Figure 1. Routed metal, one color a layer (run 1).
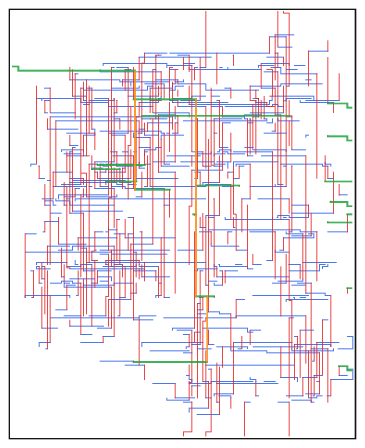
Figure 2. Where the registers sit (run 1).
Other sequential cells in the stronger gray, the rest of the logic in the fainter gray.
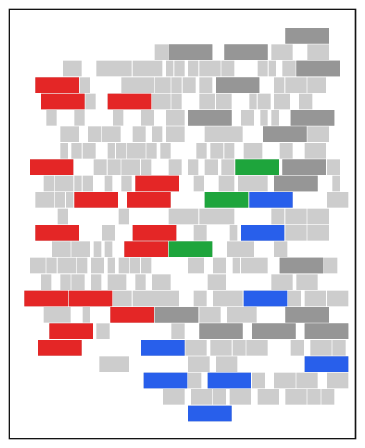
Figure 3. Metal 3 (run 1).
The bar under the picture is 20 um long.
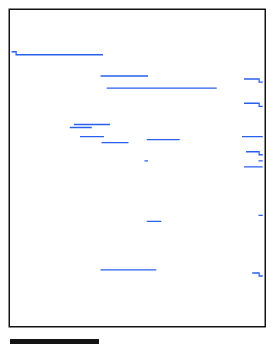
===== src/rtl/uart_pkg.sv =====
// Shared definitions for the serial receiver.
//   uart_rx_state_t      : receiver FSM states
//   PLL_CLOCK_RATE       : system clock frequency in Hz
//   SER_CLOCK_RATE       : serial baud rate
//   DEFAULT_CLKS_PER_BIT : clock cycles per serial bit at those rates
package uart_pkg;

   typedef enum logic [1:0] {
      IDLE  = 2'd0,
      START = 2'd1,
      DATA  = 2'd2,
      STOP  = 2'd3
   } uart_rx_state_t;

   localparam int PLL_CLOCK_RATE       = 24000000;
   localparam int SER_CLOCK_RATE       = 1200;
   localparam int DEFAULT_CLKS_PER_BIT = PLL_CLOCK_RATE / SER_CLOCK_RATE;

endpackage


===== src/rtl/uart_rx_if.sv =====
// Byte output channel of the serial receiver (one-entry valid/ready).
//   o_data  : received byte, meaningful while o_valid is high
//   o_valid : holding register is full
//   i_ready : consumer takes the byte when o_valid && i_ready
// master = receiver side, slave = byte consumer side.
interface uart_rx_if;

   logic [7:0] o_data;
   logic       o_valid;
   logic       i_ready;

   modport master (
      output o_data,
      output o_valid,
      input  i_ready
   );

   modport slave (
      input  o_data,
      input  o_valid,
      output i_ready
   );

endinterface


===== src/rtl/uart_rx_sync2.sv =====
// Generic two-flop synchroniser for asynchronous inputs.
//   clock : destination clock
//   reset : synchronous active-high reset, loads RESET_VAL into both stages
//   d     : asynchronous input bits
//   q     : synchronised bits, two clock cycles behind d
// Each bit gets its own independent flop pair, so the same block serves the
// serial data line as well as slow handshake pins such as DTR/RTS.
module sync2 #(
   parameter int   WIDTH     = 1,
   parameter logic RESET_VAL = 1'b0
) (
   input  logic             clock,
   input  logic             reset,
   input  logic [WIDTH-1:0] d,
   output logic [WIDTH-1:0] q
);

   genvar gi;
   generate
      for (gi = 0; gi < WIDTH; gi++) begin : g_bit
         logic meta_reg;
         logic sync_reg;

         always_ff @(posedge clock) begin
            if (reset) begin
               meta_reg <= RESET_VAL;
               sync_reg <= RESET_VAL;
            end else begin
               meta_reg <= d[gi];
               sync_reg <= meta_reg;
            end
         end

         assign q[gi] = sync_reg;
      end
   endgenerate

endmodule


===== src/rtl/uart_rx.sv =====
// 8N1 serial receiver.
//   clock       : system clock, rising edge
//   reset       : synchronous active-high reset
//   ser_rx      : raw asynchronous serial line, idle high
//   rx          : byte output channel (o_data / o_valid / i_ready)
//   o_frame_err : one-cycle pulse when the stop bit is sampled low
//   o_overrun   : sticky flag, a completed byte was dropped because the
//                 holding register was still full; cleared only by reset
//   o_busy      : high whenever a frame is being received
// A falling edge on the synchronised line starts a frame; the start bit is
// re-checked at its midpoint and every following bit is sampled one bit
// period later, i.e. also at its midpoint.
module uart_rx
   import uart_pkg::*;
#(
   parameter int CLKS_PER_BIT = DEFAULT_CLKS_PER_BIT
) (
   input  logic     clock,
   input  logic     reset,
   input  logic     ser_rx,
   uart_rx_if.master rx,
   output logic     o_frame_err,
   output logic     o_overrun,
   output logic     o_busy
);

   localparam int HALF_BIT = CLKS_PER_BIT / 2;
   localparam int CNT_W    = $clog2(CLKS_PER_BIT);

   localparam logic [CNT_W-1:0] HALF_LAST = CNT_W'(HALF_BIT - 1);
   localparam logic [CNT_W-1:0] BIT_LAST  = CNT_W'(CLKS_PER_BIT - 1);

   uart_rx_state_t state_reg;
   uart_rx_state_t state_next;

   logic             rx_sync;
   logic             rx_prev_reg;
   logic [CNT_W-1:0] cnt_reg;
   logic [2:0]       bit_idx_reg;
   logic [7:0]       shift_reg;
   logic [7:0]       data_reg;
   logic             valid_reg;
   logic             frame_err_reg;
   logic             overrun_reg;

   // Decoded per-state events
   logic falling_edge;
   logic start_sample;
   logic data_sample;
   logic stop_sample;
   logic byte_done;
   logic handshake;

   sync2 #(
      .WIDTH     (1),
      .RESET_VAL (1'b1)
   ) u_sync (
      .clock (clock),
      .reset (reset),
      .d     (ser_rx),
      .q     (rx_sync)
   );

   // State register
   always_ff @(posedge clock) begin
      if (reset) begin
         state_reg <= IDLE;
      end else begin
         state_reg <= state_next;
      end
   end

   // Next-state logic
   always_comb begin
      state_next = state_reg;
      case (state_reg)
         IDLE:  if (falling_edge) state_next = START;
         START: if (start_sample) state_next = rx_sync ? IDLE : DATA;
         DATA:  if (data_sample && (bit_idx_reg == 3'd7)) state_next = STOP;
         STOP:  if (stop_sample) state_next = IDLE;
         default: state_next = IDLE;
      endcase
   end

   // Output / event decode
   always_comb begin
      falling_edge = 1'b0;
      start_sample = 1'b0;
      data_sample  = 1'b0;
      stop_sample  = 1'b0;
      o_busy       = (state_reg != IDLE);
      case (state_reg)
         IDLE:  falling_edge = rx_prev_reg & ~rx_sync;
         START: start_sample = (cnt_reg == HALF_LAST);
         DATA:  data_sample  = (cnt_reg == BIT_LAST);
         STOP:  stop_sample  = (cnt_reg == BIT_LAST);
         default: ;
      endcase
   end

   assign byte_done = stop_sample & rx_sync;
   assign handshake = valid_reg & rx.i_ready;

   // Datapath: sample counter, shift register, holding register and flags
   always_ff @(posedge clock) begin
      if (reset) begin
         rx_prev_reg   <= 1'b1;
         cnt_reg       <= '0;
         bit_idx_reg   <= '0;
         shift_reg     <= '0;
         data_reg      <= '0;
         valid_reg     <= 1'b0;
         frame_err_reg <= 1'b0;
         overrun_reg   <= 1'b0;
      end else begin
         rx_prev_reg   <= rx_sync;
         frame_err_reg <= 1'b0;

         // Counter restarts at every sample point so each bit period is
         // measured from the previous midpoint, independent of power-of-two C.
         if ((state_reg == IDLE) || start_sample || data_sample || stop_sample) begin
            cnt_reg <= '0;
         end else begin
            cnt_reg <= cnt_reg + CNT_W'(1);
         end

         if (start_sample) begin
            bit_idx_reg <= '0;
         end

         // LSB arrives first, so shifting right leaves bit 0 at position 0
         // once all eight bits are in.
         if (data_sample) begin
            shift_reg   <= {rx_sync, shift_reg[7:1]};
            bit_idx_reg <= bit_idx_reg + 3'd1;
         end

         // A slot that is being emptied this cycle counts as free.
         if (byte_done && (!valid_reg || rx.i_ready)) begin
            data_reg  <= shift_reg;
            valid_reg <= 1'b1;
         end else if (byte_done) begin
            overrun_reg <= 1'b1;
         end else if (handshake) begin
            valid_reg <= 1'b0;
         end

         if (stop_sample && !rx_sync) begin
            frame_err_reg <= 1'b1;
         end
      end
   end

   assign rx.o_data   = data_reg;
   assign rx.o_valid  = valid_reg;
   assign o_frame_err = frame_err_reg;
   assign o_overrun   = overrun_reg;

endmodule


===== src/flat_wrapper.sv =====
// flat-port wrapper written by rule: the top's interface ports become plain ports
module uart_rx_flat import uart_pkg::*;
#(
   parameter int CLKS_PER_BIT = DEFAULT_CLKS_PER_BIT
)
  (clock, reset, ser_rx, o_frame_err, o_overrun, o_busy, rx_o_data, rx_o_valid, rx_i_ready);
  uart_rx_if rx_i ();
  input  logic clock;
  input  logic reset;
  input  logic ser_rx;
  output logic o_frame_err;
  output logic o_overrun;
  output logic o_busy;
  output wire logic [$bits(rx_i.o_data)-1:0] rx_o_data;
  output wire logic [$bits(rx_i.o_valid)-1:0] rx_o_valid;
  input wire logic [$bits(rx_i.i_ready)-1:0] rx_i_ready;
  assign rx_o_data = rx_i.o_data;
  assign rx_o_valid = rx_i.o_valid;
  assign rx_i.i_ready = rx_i_ready;
  uart_rx #(.CLKS_PER_BIT(CLKS_PER_BIT)) u_core (.clock(clock), .reset(reset), .ser_rx(ser_rx), .rx(rx_i), .o_frame_err(o_frame_err), .o_overrun(o_overrun), .o_busy(o_busy));
endmodule

===== config.mk =====
export PLATFORM = sky130hd
export DESIGN_NAME = uart_rx_flat
export DESIGN_NICKNAME = d
export VERILOG_FILES = /design/src/rtl/uart_pkg.sv /design/src/rtl/uart_rx_if.sv /design/src/rtl/uart_rx_sync2.sv /design/src/rtl/uart_rx.sv /design/src/flat_wrapper.sv
export SDC_FILE = /design/constraint.sdc
export NUM_CORES = 1
export LEC_CHECK = 0
export ABC_AREA = 0
export ABC_CLOCK_PERIOD_IN_PS = 2800
export CAP_MARGIN = 20
export CORE_ASPECT_RATIO = 1.25
export CORE_UTILIZATION = 50
export DETAILED_ROUTE_END_ITERATION = 8
export PLACE_DENSITY_LB_ADDON = 0.25
export RECOVER_POWER = 100
export SETUP_SLACK_MARGIN = 0.3
export SLEW_MARGIN = 20
export SYNTH_ARGS = -nofsm -noshare
export SYNTH_HDL_FRONTEND = slang
export SYNTH_SLANG_ARGS = --single-unit

===== constraint.sdc =====
create_clock -name clock -period 2.8 [get_ports clock]
set_input_delay 0.28 -clock clock [delete_from_list [all_inputs] [get_ports clock]]
set_output_delay 0.28 -clock clock [all_outputs]
set_load 0.01 [all_outputs]

==> impl_metrics.ini, run 1 <==
; physical design summary
[status]
status = complete, but fails checks
violations = DRC

[clocking]
clkLatencyLatePin_ns = 0.29

[synthesis]
ys_top_cells_by_area = dfxtp_1 (44%), mux2i_1 (7.9%), nand2b_1 (5.9%)
synth_warnings = 0
synth.cellmix.compoundShare = 0.0639
synth_simple_gate_area_share = 0.292
ys_cells = 190
fa_ha_area_frac = 0.0198
syn_area_um2 = 1900
synth_top_flop_cell = dfxtp_1
common_cells = dfxtp_1 (42), nor3_1 (19), nand2b_1 (18), mux2i_1 (15), xnor2_1 (11)
synth-seq-cells = 42
syn_nets = 197

[setup_path]
path_depth = 5
reg2reg_to = u_core.bit_idx_reg[2]$_SDFFE_PP0P_
critPathRequiredTime_ns = 2.94
cp.arrival_ns = 2.24
critical_path.max_fanout = 10
ff2ff_setup_slack_ns = 0.70

[layout]
num-fill-cells = 329
n_all_buffers = 16
lay_top_count = dfxtp_1
area_dominant_class = combinational gates
post-route-util = 0.590
largest_register_ffs = 15

[global_route]
grt_pass1_vias = 1363
grt_util_all_layers = 0.196

[worst_hold_path]
whs_endpoint = u_core.u_sync.q$_SDFF_PP1_

[pwr]
p_seq_w = 0.000603
p_switching_w = 0.000209
p_per_area_nw_per_um2 = 483
finalPower_w = 0.00102

[placement]
preCtsSetupSlack_ns = 0.975

[floorplanning]
num_io_pins = 16
die_area_um2 = 4050
die_h_um = 70.9

[detailed_routing]
wl_met2_um = 1760
wl_met3_um = 127
drc = 8
wl_met1_um = 1490

[timing]
tightest_slew_ns = 1.04
finalMaxSlewViolations = 0
skew_ns = 0.00389
relSlewSlack = 0.306
grt_setup_unrepaired = no
-- Figure 1 (at the start) --
[metal 1] blue | wire length: 1490 um
[metal 2] red | wire length: 1760 um
[metal 4] orange | wire length: 63.2 um
[metal 3] green | wire length: 127 um

-- Figure 2 (at the start) --
[`u_core.bit_idx_reg`] green | flops: 3
[`u_core.cnt_reg`] red | flops: 15
[`u_core.rx.o_data`] blue | flops: 8
not colored: 16

-- Figure 3 (at the start) --
share of all routed wire: 3.7%
main direction: horizontal
wire length on this layer: 127 um

Figure 4. Cell placement (run 1).
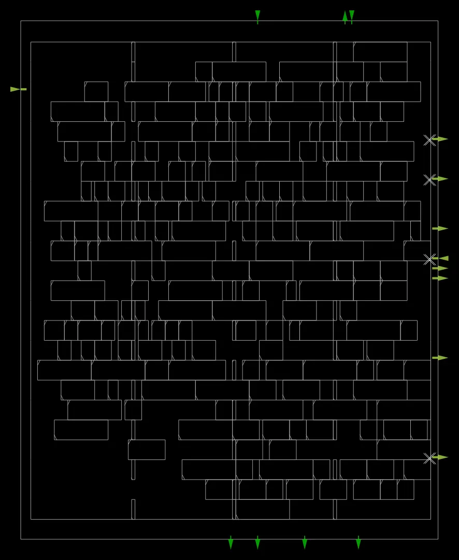

==> inputs of run 2 (changes only) <==
Settings changed: ABC_CLOCK_PERIOD_IN_PS 2800 to 1700.
Clock period 2.8 ns to 1.7 ns, I/O delays scaled along.
Figure 5. Cell placement (run 2).
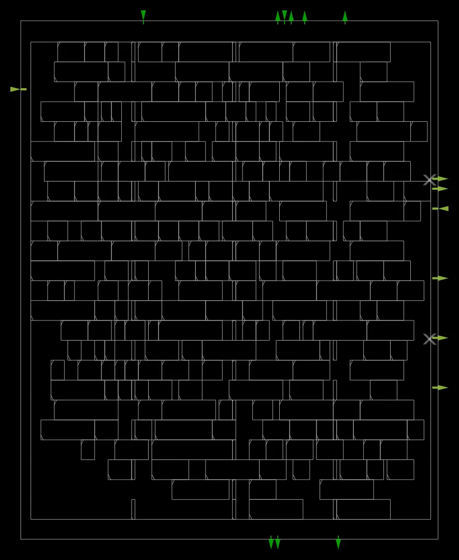
Rows: 24
Non-Filler Instances: 273

Figure 6. Clock wires, drivers and flops (run 2).
The bar under the picture is 20 um long.
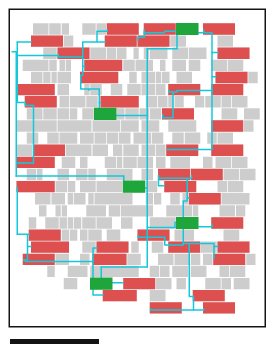
[clock drivers] green | count: 5
[flip-flops] red | count: 42
[clock wires] cyan | length: 470 um
flops lie: all over the die

Figure 7. Where the registers sit (run 2).
Other sequential cells in the stronger gray, the rest of the logic in the fainter gray.
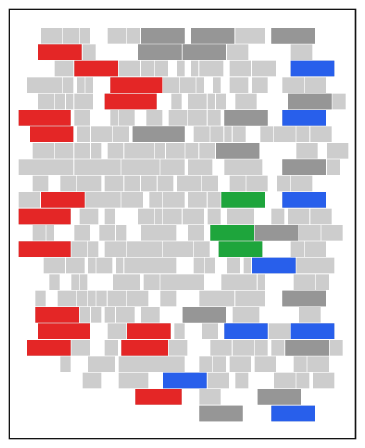
[`u_core.rx.o_data`] blue | flops: 8
[`u_core.cnt_reg`] red | flops: 15
[`u_core.bit_idx_reg`] green | flops: 3

==> run 2 against run 1 <==
The run still ends with DRC left. Sequential share of layout area fell by 5.9 points. Via count rose by 15%. Global-route usage rose by 2.8 points. Combinational power rose by 100%. Synthesized cell count did not move. Clock power rose by 93%. Total power rose by 76%. Worst setup slack got worse by 0.58 ns. Final area rose by 22%. Sequential power rose by 63%. Utilization rose by 13 points.
==> impl_metrics.ini, run 2 <==
; physical design summary
[synthesis]
synth-seq-cells = 42
ys_cells = 190
synth_simple_gate_area_share = 0.292
synth.cellmix.compoundShare = 0.0639
syn_area_um2 = 1900
fa_ha_area_frac = 0.0198
synth_top_flop_cell = dfxtp_1
mux_share = 0.0791
syn_nets = 197
yosysTopAreaCellShare = 0.443
ys_top_cells_by_area = dfxtp_1 (44%), mux2i_1 (7.9%), nand2b_1 (5.9%)
synth_warnings = 0
common_cells = dfxtp_1 (42), nor3_1 (19), nand2b_1 (18), mux2i_1 (15), xnor2_1 (11)

[setup_path]
reg2reg_to = u_core.cnt_reg[10]$_SDFF_PP0_
critPathRequiredTime_ns = 1.86
cpPeakStageDelay_ns = 0.36
critPathBufInv = 2
crit_start = u_core.cnt_reg[4]$_SDFF_PP0_
path_depth = 6
critical_path.max_fanout = 6
ff2ff_setup_slack_ns = 0.11
cp.arrival_ns = 1.75

[layout]
lay_top_count = dfxtp_1
post-route-util = 0.717
clock_area_frac = 0.0415
logic_gates = 135
num-fill-cells = 261
n_antenna_cell = 0
n_all_buffers = 44
comb_share = 0.448
largest_register_ffs = 15
area_dominant_class = combinational gates
nClkBuffers = 7
layout_top_cells = dfxtp_1 (33), buf_4 (23), nand2b_1 (17)
seq_share = 0.339
logic_area_um2 = 1150
final_layout_size_suffix_gt1_frac = 0.355

[detailed_routing]
drc = 4
wl_um = 4650
wl_met3_um = 128
wl_met2_um = 2590
via_count = 1588
wl_met1_um = 1730

[pwr]
finalPower_w = 0.00179
pg_clk_w = 0.000762
p_seq_w = 0.000984
p_per_area_nw_per_um2 = 698
p_switching_w = 0.000350

[timing]
finalWorstSetupSlack_ns = 0.113
grt_setup_unrepaired = yes
tightest_slew_ns = 0.474
finalMaxSlewViolations = 0
skew_ns = 0.00994
relSlewSlack = 0.684

[global_route]
grt_pass1_vias = 1532
met3_usage = 0.0548
grt_util_all_layers = 0.224

[status]
violations = DRC
status = complete, but fails checks

[floorplanning]
die_h_um = 70.9
num_io_pins = 16
die_area_um2 = 4050

[clocking]
clk_path_buf_depth = 2
clkLatencyLatePin_ns = 0.30

[placement]
gp_congestion = 0.800
preCtsSetupSlack_ns = 0.00949

[worst_hold_path]
whs_endpoint = u_core.u_sync.q$_SDFF_PP1_
==> inputs of run 3 (changes only) <==
Settings changed: CORE_MARGIN set to 1.
Figure 8. Clock wires, drivers and flops (run 3).
The bar under the picture is 20 um long.
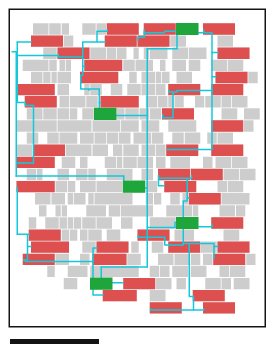
[clock drivers] green | count: 5
[flip-flops] red | count: 42
[clock wires] cyan | length: 470 um
flops lie: all over the die

Figure 9. Where the registers sit (run 3).
Other sequential cells in the stronger gray, the rest of the logic in the fainter gray.
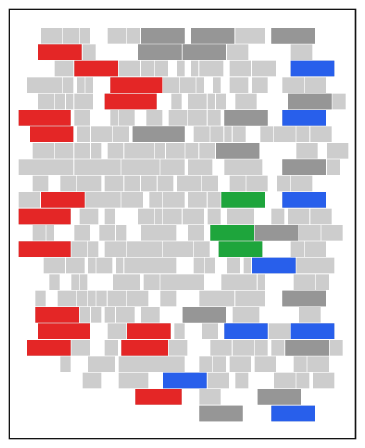
[`u_core.cnt_reg`] red | flops: 15
[`u_core.rx.o_data`] blue | flops: 8
[`u_core.bit_idx_reg`] green | flops: 3
not colored: 16

Figure 10. Cell placement (run 3).
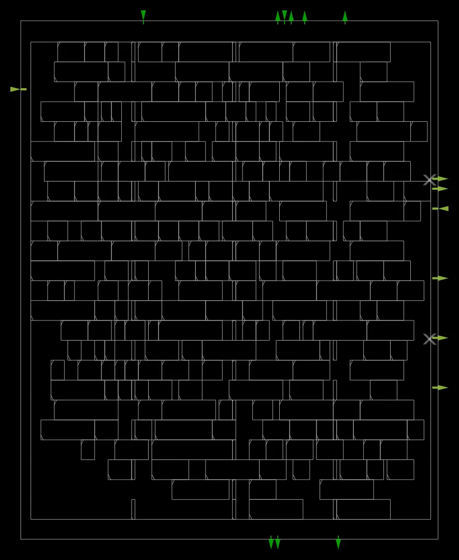
core area: 3570 um^2
Flops: 42

==> run 3 against run 2 <==
The flow still finishes with violations (DRC). Cell count did not move. Area after synthesis did not move. Non-clock buffer count did not move. Final area did not move.
==> impl_metrics.ini, run 3 <==
; physical design summary
[synthesis]
common_cells = dfxtp_1 (42), nor3_1 (19), nand2b_1 (18), mux2i_1 (15), xnor2_1 (11)
synth_warnings = 0
synth_top_flop_cell = dfxtp_1
fa_ha_area_frac = 0.0198
ys_top_cells_by_area = dfxtp_1 (44%), mux2i_1 (7.9%), nand2b_1 (5.9%)
syn_nets = 197
ys_cells = 190
yosysTopAreaCellShare = 0.443
synth.cellmix.compoundShare = 0.0639
synth-seq-cells = 42
syn_area_um2 = 1900

[timing]
relSlewSlack = 0.684
finalMaxSlewViolations = 0
grt_setup_unrepaired = yes
finalWorstSetupSlack_ns = 0.113

[layout]
instances_no_fill = 273
comb_share = 0.448
final_layout_size_suffix_gt1_frac = 0.355
logic_gates = 135
n_all_buffers = 44
nClkBuffers = 7
post-route-util = 0.717
layout_top_cells = dfxtp_1 (33), buf_4 (23), nand2b_1 (17)
seq_share = 0.339
logic_area_um2 = 1150
num-fill-cells = 261
largest_register_ffs = 15
n_antenna_cell = 0

[setup_path]
cpPeakStageDelay_ns = 0.36
reg2reg_to = u_core.cnt_reg[10]$_SDFF_PP0_
ff2ff_setup_slack_ns = 0.11
critPathRequiredTime_ns = 1.86
critical_path.max_fanout = 6

[detailed_routing]
drc = 4
wl_met3_um = 128
wl_um = 4650
wl_met2_um = 2590

[pwr]
finalPower_w = 0.00179
p_seq_w = 0.000984
pg_clk_w = 0.000762
p_per_area_nw_per_um2 = 698

[global_route]
met3_usage = 0.0548
grt_util_all_layers = 0.224
grt_pass1_vias = 1532

[floorplanning]
row_count = 24
die_h_um = 70.9
num_io_pins = 16

[clocking]
clk_path_buf_depth = 2

[status]
violations = DRC
status = complete, but fails checks
Power is estimated from default activity; no workload was simulated.
